[config.mk]
export PLATFORM = sky130hd
export DESIGN_NAME = seven_seg_scanner
export DESIGN_NICKNAME = d
export VERILOG_FILES = /design/src/rtl/seven_seg_scanner.sv
export SDC_FILE = /design/constraint.sdc
export NUM_CORES = 1
export LEC_CHECK = 0
export CORE_UTILIZATION = 40
export CTS_BUF_LIST = sky130_fd_sc_hd__clkbuf_2
export CTS_CLUSTER_SIZE = 8
export DETAILED_ROUTE_END_ITERATION = 8
export PLACE_DENSITY_LB_ADDON = 0.15
export SLEW_MARGIN = 15
export SYNTH_ARGS = -nofsm -noshare
export SYNTH_HDL_FRONTEND = slang
export SYNTH_SLANG_ARGS = --single-unit
[constraint.sdc]
create_clock -name clk -period 13.7 [get_ports clk]
set_clock_uncertainty 0.15 [all_clocks]
set_input_delay 3.425 -clock clk [delete_from_list [all_inputs] [get_ports clk]]
set_output_delay 3.425 -clock clk [all_outputs]
set_load 0.05 [all_outputs]
[src/rtl/seven_seg_scanner.sv]
// seven_seg_scanner: multiplexed NUM_DIGITS hex 7-segment driver with PWM brightness,
// anti-ghosting guard blanking and frame-synchronous input latching.
// Optional leading-zero blanking is enabled by defining SEG_LZ_BLANK_EN.
module seven_seg_scanner #(
    parameter int NUM_DIGITS   = 8,
    parameter int SCAN_DIV     = 65536,
    parameter int GUARD_CYCLES = 16
) (
    input  logic                    clk,
    input  logic                    reset_n,
    input  logic [4*NUM_DIGITS-1:0] val,
    input  logic [NUM_DIGITS-1:0]   dp,
    input  logic [NUM_DIGITS-1:0]   digit_en,
    input  logic [3:0]              brightness,
    output logic [7:0]              segments,
    output logic [NUM_DIGITS-1:0]   digitselect,
    output logic                    frame_tick
);
    localparam int CW = $clog2(SCAN_DIV);
    localparam int IW = (NUM_DIGITS > 1) ? $clog2(NUM_DIGITS) : 1;
    localparam int PW = CW + 5;
    localparam logic [CW-1:0] CNT_LAST = CW'(SCAN_DIV - 1);
    localparam logic [IW-1:0] IDX_LAST = IW'(NUM_DIGITS - 1);
    localparam logic [PW-1:0] ACT_LEN  = PW'(SCAN_DIV - GUARD_CYCLES);
    localparam logic [PW-1:0] GRD_LEN  = PW'(GUARD_CYCLES);
    localparam logic [1:0] PH_GUARD = 2'd0;
    localparam logic [1:0] PH_ON    = 2'd1;
    localparam logic [1:0] PH_OFF   = 2'd2;

    logic [CW-1:0]           cnt;
    logic [IW-1:0]           idx;
    logic [4*NUM_DIGITS-1:0] val_s;
    logic [NUM_DIGITS-1:0]   dp_s;
    logic [NUM_DIGITS-1:0]   en_s;
    logic [3:0]              bri_s;
    logic                    slot_start;
    logic                    frame_start;
    logic [NUM_DIGITS-1:0]   en_in;
    logic [NUM_DIGITS-1:0]   dp_in;
    logic [4*NUM_DIGITS-1:0] val_c;
    logic [NUM_DIGITS-1:0]   dp_c;
    logic [NUM_DIGITS-1:0]   en_c;
    logic [3:0]              bri_c;
    logic [PW-1:0]           on_len;
    logic [PW-1:0]           cnt_w;
    logic [1:0]              phase;
    logic [3:0]              nib;
    logic [6:0]              glyph;
    logic [7:0]              seg_d;
    logic [NUM_DIGITS-1:0]   sel_d;
    logic [NUM_DIGITS-1:0]   one_hot;

    function automatic logic [6:0] encode(input logic [3:0] n);
        case (n)
            4'h0: encode = 7'b1000000;
            4'h1: encode = 7'b1111001;
            4'h2: encode = 7'b0100100;
            4'h3: encode = 7'b0110000;
            4'h4: encode = 7'b0011001;
            4'h5: encode = 7'b0010010;
            4'h6: encode = 7'b0000010;
            4'h7: encode = 7'b1111000;
            4'h8: encode = 7'b0000000;
            4'h9: encode = 7'b0010000;
            4'hA: encode = 7'b0001000;
            4'hB: encode = 7'b0000011;
            4'hC: encode = 7'b1000110;
            4'hD: encode = 7'b0100001;
            4'hE: encode = 7'b0000110;
            default: encode = 7'b0001110;
        endcase
    endfunction

    assign slot_start  = cnt == '0;
    assign frame_start = slot_start && idx == '0;

`ifdef SEG_LZ_BLANK_EN
    logic [NUM_DIGITS-1:0] lz;

    // A digit is a leading zero when it and every more-significant nibble are zero; digit 0 always shows
    always_comb begin
        lz = '0;
        lz[NUM_DIGITS-1] = val[4*NUM_DIGITS-1 -: 4] == 4'd0;
        for (int i = NUM_DIGITS - 2; i >= 0; i--) lz[i] = lz[i+1] && val[4*i +: 4] == 4'd0;
        lz[0] = 1'b0;
    end

    assign en_in = digit_en & ~lz;
    assign dp_in = dp & ~lz;
`else
    assign en_in = digit_en;
    assign dp_in = dp;
`endif

    // On latch cycles the outputs see the values being latched, so the slot never uses stale data
    assign val_c = frame_start ? val : val_s;
    assign dp_c  = frame_start ? dp_in : dp_s;
    assign en_c  = frame_start ? en_in : en_s;
    assign bri_c = slot_start ? brightness : bri_s;

    // Duty length at full width so the shift never loses high bits
    assign on_len = (ACT_LEN * (PW'(bri_c) + PW'(1))) >> 4;
    assign cnt_w  = PW'(cnt);

    // Slot phase: blank guard, lit window sized by brightness, then blank remainder
    always_comb begin
        phase = (cnt_w < GRD_LEN) ? PH_GUARD : (cnt_w < GRD_LEN + on_len) ? PH_ON : PH_OFF;
    end

    assign nib   = val_c[{idx, 2'b00} +: 4];
    assign glyph = encode(nib);

    // Next-cycle anode/cathode pattern; at most one anode low and only inside the lit window
    always_comb begin
        one_hot = NUM_DIGITS'(1) << idx;
        seg_d   = (phase == PH_ON) ? {~dp_c[idx], glyph} : 8'hFF;
        sel_d   = (phase == PH_ON && en_c[idx]) ? ~one_hot : '1;
    end

    // Slot counter wraps every SCAN_DIV cycles and advances the digit index
    always_ff @(posedge clk or negedge reset_n) begin
        if (!reset_n) begin
            cnt <= '0;
            idx <= '0;
        end else if (cnt == CNT_LAST) begin
            cnt <= '0;
            idx <= (idx == IDX_LAST) ? '0 : idx + IW'(1);
        end else begin
            cnt <= cnt + CW'(1);
        end
    end

    // Shadow registers: display data once per frame, brightness once per slot
    always_ff @(posedge clk or negedge reset_n) begin
        if (!reset_n) begin
            val_s <= '0;
            dp_s  <= '0;
            en_s  <= '0;
            bri_s <= '0;
        end else begin
            if (frame_start) begin
                val_s <= val;
                dp_s  <= dp_in;
                en_s  <= en_in;
            end
            if (slot_start) bri_s <= brightness;
        end
    end

    // Registered pin drivers; reset blanks the display immediately
    always_ff @(posedge clk or negedge reset_n) begin
        if (!reset_n) begin
            segments    <= 8'hFF;
            digitselect <= '1;
            frame_tick  <= 1'b0;
        end else begin
            segments    <= seg_d;
            digitselect <= sel_d;
            frame_tick  <= frame_start;
        end
    end
endmodule

run_1/met1.png
The bar under the picture is 20 µm long. Cells faint in the background.
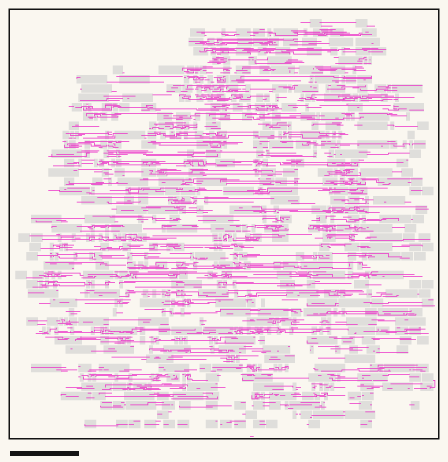
main direction: horizontal
share of all routed wire: 50%

run_1/met2.png
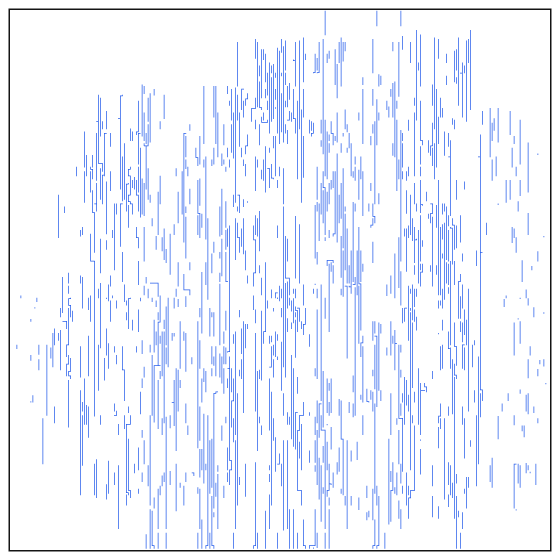
main direction: vertical
nets with wire on the layer: 635
wire length on this layer: 6050 µm

run_1/met3.png
The bar under the picture is 20 µm long.
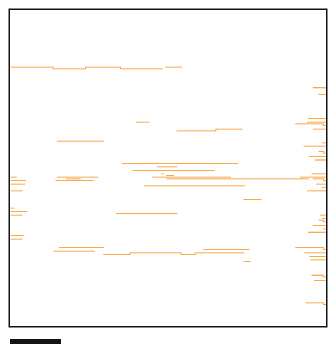
share of all routed wire: 5.2%
longest straight run: 56.1 µm

==> run notes, run 1 <==
Summary of the current implementation state.

- Among all flip-flop cells after synthesis, the most frequent one is sky130_fd_sc_hd__dfrtp_1.
- The checks that failed: DRC.
- The detail route stage leaves a number of antenna-violating nets equal to 0.
- The Yosys step of the flow raised 0 warnings.
- Sorting the synthesized cells by how often they occur yields sky130_fd_sc_hd__nand2_1 (133), sky130_fd_sc_hd__dfrtp_1 (72), sky130_fd_sc_hd__ha_1 (56).
- The logic area is 3491 µm², for reference.
- The share of flip-flops with an asynchronous set or reset is 1.000, for reference.
- The number of DRC markers in iteration 0 is 301, for reference.
- The capturing element of the worst setup path is segments[2], for reference.
- Per the final report, the share of cell area in non-clock buffers is 0.1050.
- In this run, post-CTS repair resized a total of 0 instances.
- The power report attributes to the combinational group a share of 0.430.
- On the worst path, the slowest cell contributes a delay of 620 ps.
- For this floorplan the total number of well-tap instances is 184.
- The detailed router used layers up to and including met4.
- Clock buffers in the final layout number 10.
- The biggest combinational cell group after synthesis is simple AND/OR/NAND/NOR gates, for reference.
- The half-perimeter wire length after detailed placement is 10310 µm, for reference.
- The worst setup path is captured at a flop.
- The multi-input combinational gate total is 453, for reference.
- The run finished, with violations left.
- The critical path runs through a total of 26 cells.
- The count of max-cap constraint violations is 0, for reference.
- Pins over their slew limit in the final report were tallied at 0.
- For this design the ratio of total power to cell area is 99.10 nW/µm².
- The number of DRC violations after detailed routing is 14, for reference.
- From left edge to right edge, the die measures 124.9 µm.
- The layout summary lists the proportion of cells stronger than drive strength 1 as 0.1414.
- The final layout report lists a non-clock buffer count of 74.
- The clock drives 88 sinks.
- Dividing the final minimum period by the clock period gives 0.7111.
- Total global-route track usage over all layers is 0.1884.
- The insertion delay to the later sink of the worst-skew pair is 610 ps, for reference.
- Setup repair after global routing left no endpoint under its margin.
- The critical path in the final layout is reported with a setup slack of 3958 ps.
- In the setup report, the worst path falls into the class in2reg.
- The synthesized area divided by synthesized cell count is 9.859 µm², for reference.
==> run 2: changes to the inputs <==
Clock period 13.7 ns to 8 ns, I/O delays scaled along.
run_2/met3.png
The bar under the picture is 20 µm long.
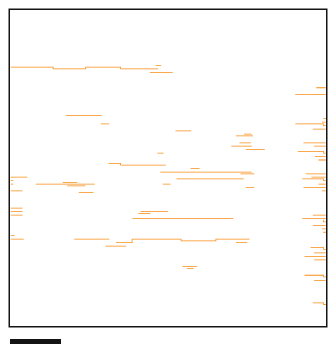
longest straight run: 39.6 µm
nets with wire on the layer: 61
GR Layer Usage met3: 0.03694
final wirelength: 13720 µm

run_2/drive_strength.png
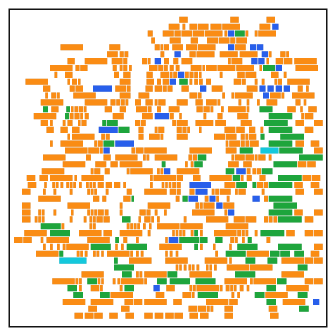
legend:
  drive 2:
    color: green
    cells: 80
    most_used: mux2_2
  drive 6 and up:
    color: cyan
    cells: 2
  drive 1 or less:
    color: orange
    cells: 582
    most_used: nand2_1
  drive 3 to 4:
    color: blue
    cells: 36
    most_used: buf_4
Setup WS post-layout: 452.2 ps
Non-clock buffers: 95
summed area of non-filler cells in the final layout: 7132 µm²
Area Overhead vs Synth: 18.01%

==> run notes, run 2 <==
Summary of the current implementation state.

- The number of tap cells inserted was 184 (unchanged).
- Sorting the synthesized cells by how often they occur yields sky130_fd_sc_hd__nand2_1 (133), sky130_fd_sc_hd__dfrtp_1 (72), sky130_fd_sc_hd__ha_1 (56).
- The number of gates resized after CTS is 0 (unchanged), for reference.
- Of the combinational cells, the family taking the most area is simple AND/OR/NAND/NOR gates.
- The most frequently used flop master after synthesis is sky130_fd_sc_hd__dfrtp_1, for reference.
- The non-clock buffer share of cell area is 0.1260 (+0.02101), for reference.
- Setup repair after global routing left no endpoint under its margin.
- The flow ran to the end, but the final reports show violations.
- The horizontal extent of the die is 124.9 µm (unchanged), for reference.
- The multi-input combinational gate total came to 453 (unchanged).
- The uppermost layer routed is met4, for reference.
- According to the timing report, the critical path is captured at digitselect[7].
- The number of nets with antenna violations after routing is 0 (unchanged), for reference.
- The final-report max-slew violation count came to 0 (unchanged).
- The maximum VDD drop is 0.09334 mV, for reference.
- The most flop-heavy register is val_s, for reference.
- The capturing element type of the critical path is a flop, for reference.
- STA reports the tightest min-delay check as being of type reg2reg.
- The final-layout worst hold slack is 344.7 ps, for reference.
- The synthesis warning total is 0 (unchanged), for reference.
- The number of clock buffers in the layout is 10 (unchanged).
- The number of DRC markers in iteration 0 is 315 (+4.7%), for reference.
- The half-perimeter wire length after detailed placement is 10480 µm (+1.6%), for reference.
- The number of DRC violations after detailed routing came to 14 (unchanged).
- The logic area is 3491 µm² (unchanged), for reference.
- The final reports fail on DRC.
- The pre-antenna-repair detailed-routing pass consisted of 7 iterations.
- The overall routing resource usage is 0.1883 (about the same), for reference.
- The worst setup path is of the in2reg kind.
- The share of flip-flops with an asynchronous set or reset was 1.000 (unchanged).
- In the post-synthesis netlist, the biggest area contributors are sky130_fd_sc_hd__dfrtp_1 (30%), sky130_fd_sc_hd__ha_1 (12%), sky130_fd_sc_hd__nand2_1 (8.3%).
- The register area is 2222 µm², for reference.
- The clock sink count is 88 (unchanged), for reference.
- The part of the total power dissipated in combinational logic is 0.440 (+0.010), for reference.
- The critical path data arrival time is 7900 ps, for reference.
- The final cycle utilization of the critical path is 0.9435, for reference.
- The critical path depth in cells came to 26 (unchanged).
- The peak per-stage delay on the critical path came to 520 ps (-100 ps).
- The fraction of final layout cells with drive strength greater than 1 is 0.1686 (+0.02719), for reference.
- The insertion delay to the later sink of the worst-skew pair is 570 ps (-40 ps), for reference.
==> run 3: changes to the inputs <==
Settings changed: SKIP_CTS_REPAIR_TIMING set to 1.
run_3/met3.png
The bar under the picture is 20 µm long.
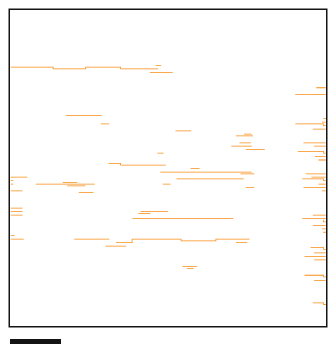
main direction: horizontal
wire length on this layer: 602 µm

run_3/met2.png
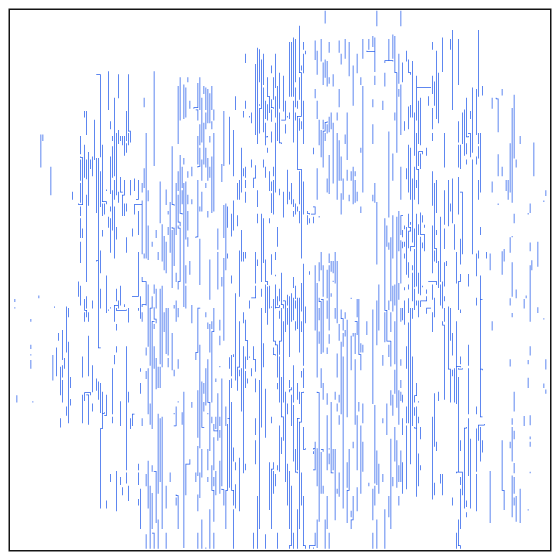
share of all routed wire: 45%
nets with wire on the layer: 655

==> run notes, run 3 <==
Summary of the current implementation state.

- In this run the worst setup path terminates at digitselect[7].
- The worst hold path belongs to the class reg2reg.
- The critical path depth in cells is 26 (unchanged), for reference.
- The checks that failed: DRC.
- The post-route standard cell area excluding fillers is 7132 µm² (unchanged).
- The startpoint-to-endpoint class of the critical path is in2reg, for reference.
- The synthesis report names the predominant flop master as sky130_fd_sc_hd__dfrtp_1.
- The number of tap cells inserted is 184 (unchanged), for reference.
- The logic area was 3491 µm² (unchanged).
- The multi-input combinational gate total was 453 (unchanged).
- The flow ran to the end, but the final reports show violations.
- The fraction of final layout cells with drive strength greater than 1 is 0.1686 (unchanged), for reference.
- The final cycle utilization of the critical path was 0.9435 (unchanged).
- The insertion delay to the later sink of the worst-skew pair came to 570 ps (about the same).
- Yosys attributes the largest share of cell area to sky130_fd_sc_hd__dfrtp_1 (30%), sky130_fd_sc_hd__ha_1 (12%), sky130_fd_sc_hd__nand2_1 (8.3%).
- The met3 usage in global routing is 0.03694 (unchanged), for reference.
- The synthesis warning total is 0 (unchanged), for reference.
- The number of DRC markers in iteration 0 is 315 (unchanged), for reference.
- The total of plain and repair buffers excluding clock buffers is 95 (unchanged), for reference.
- The clock sink count was 88 (unchanged).
- The register area is 2222 µm² (unchanged), for reference.
- The capturing element type of the critical path is a flop, for reference.
- The slack of the critical path is 452.2 ps (unchanged), for reference.
- The final-report max-slew violation count is 0 (unchanged), for reference.
- Setup repair after global routing left no endpoint under its margin.
- The biggest combinational cell group after synthesis is simple AND/OR/NAND/NOR gates, for reference.
- The number of DRC violations after detailed routing is 14 (unchanged), for reference.
- The number of clock buffers in the layout came to 10 (unchanged).
- The critical path data arrival time is 7900 ps (about the same), for reference.
- The synthesis run shows the most used standard cells to be sky130_fd_sc_hd__nand2_1 (133), sky130_fd_sc_hd__dfrtp_1 (72), sky130_fd_sc_hd__ha_1 (56).
- The share of flip-flops with an asynchronous set or reset is 1.000 (unchanged).
- The number of nets with antenna violations after routing is 0 (unchanged).
- The horizontal extent of the die came to 124.9 µm (unchanged).
- The uppermost layer routed is met4, for reference.
Power figures rest on the tool's default switching activity, not on a simulated workload.
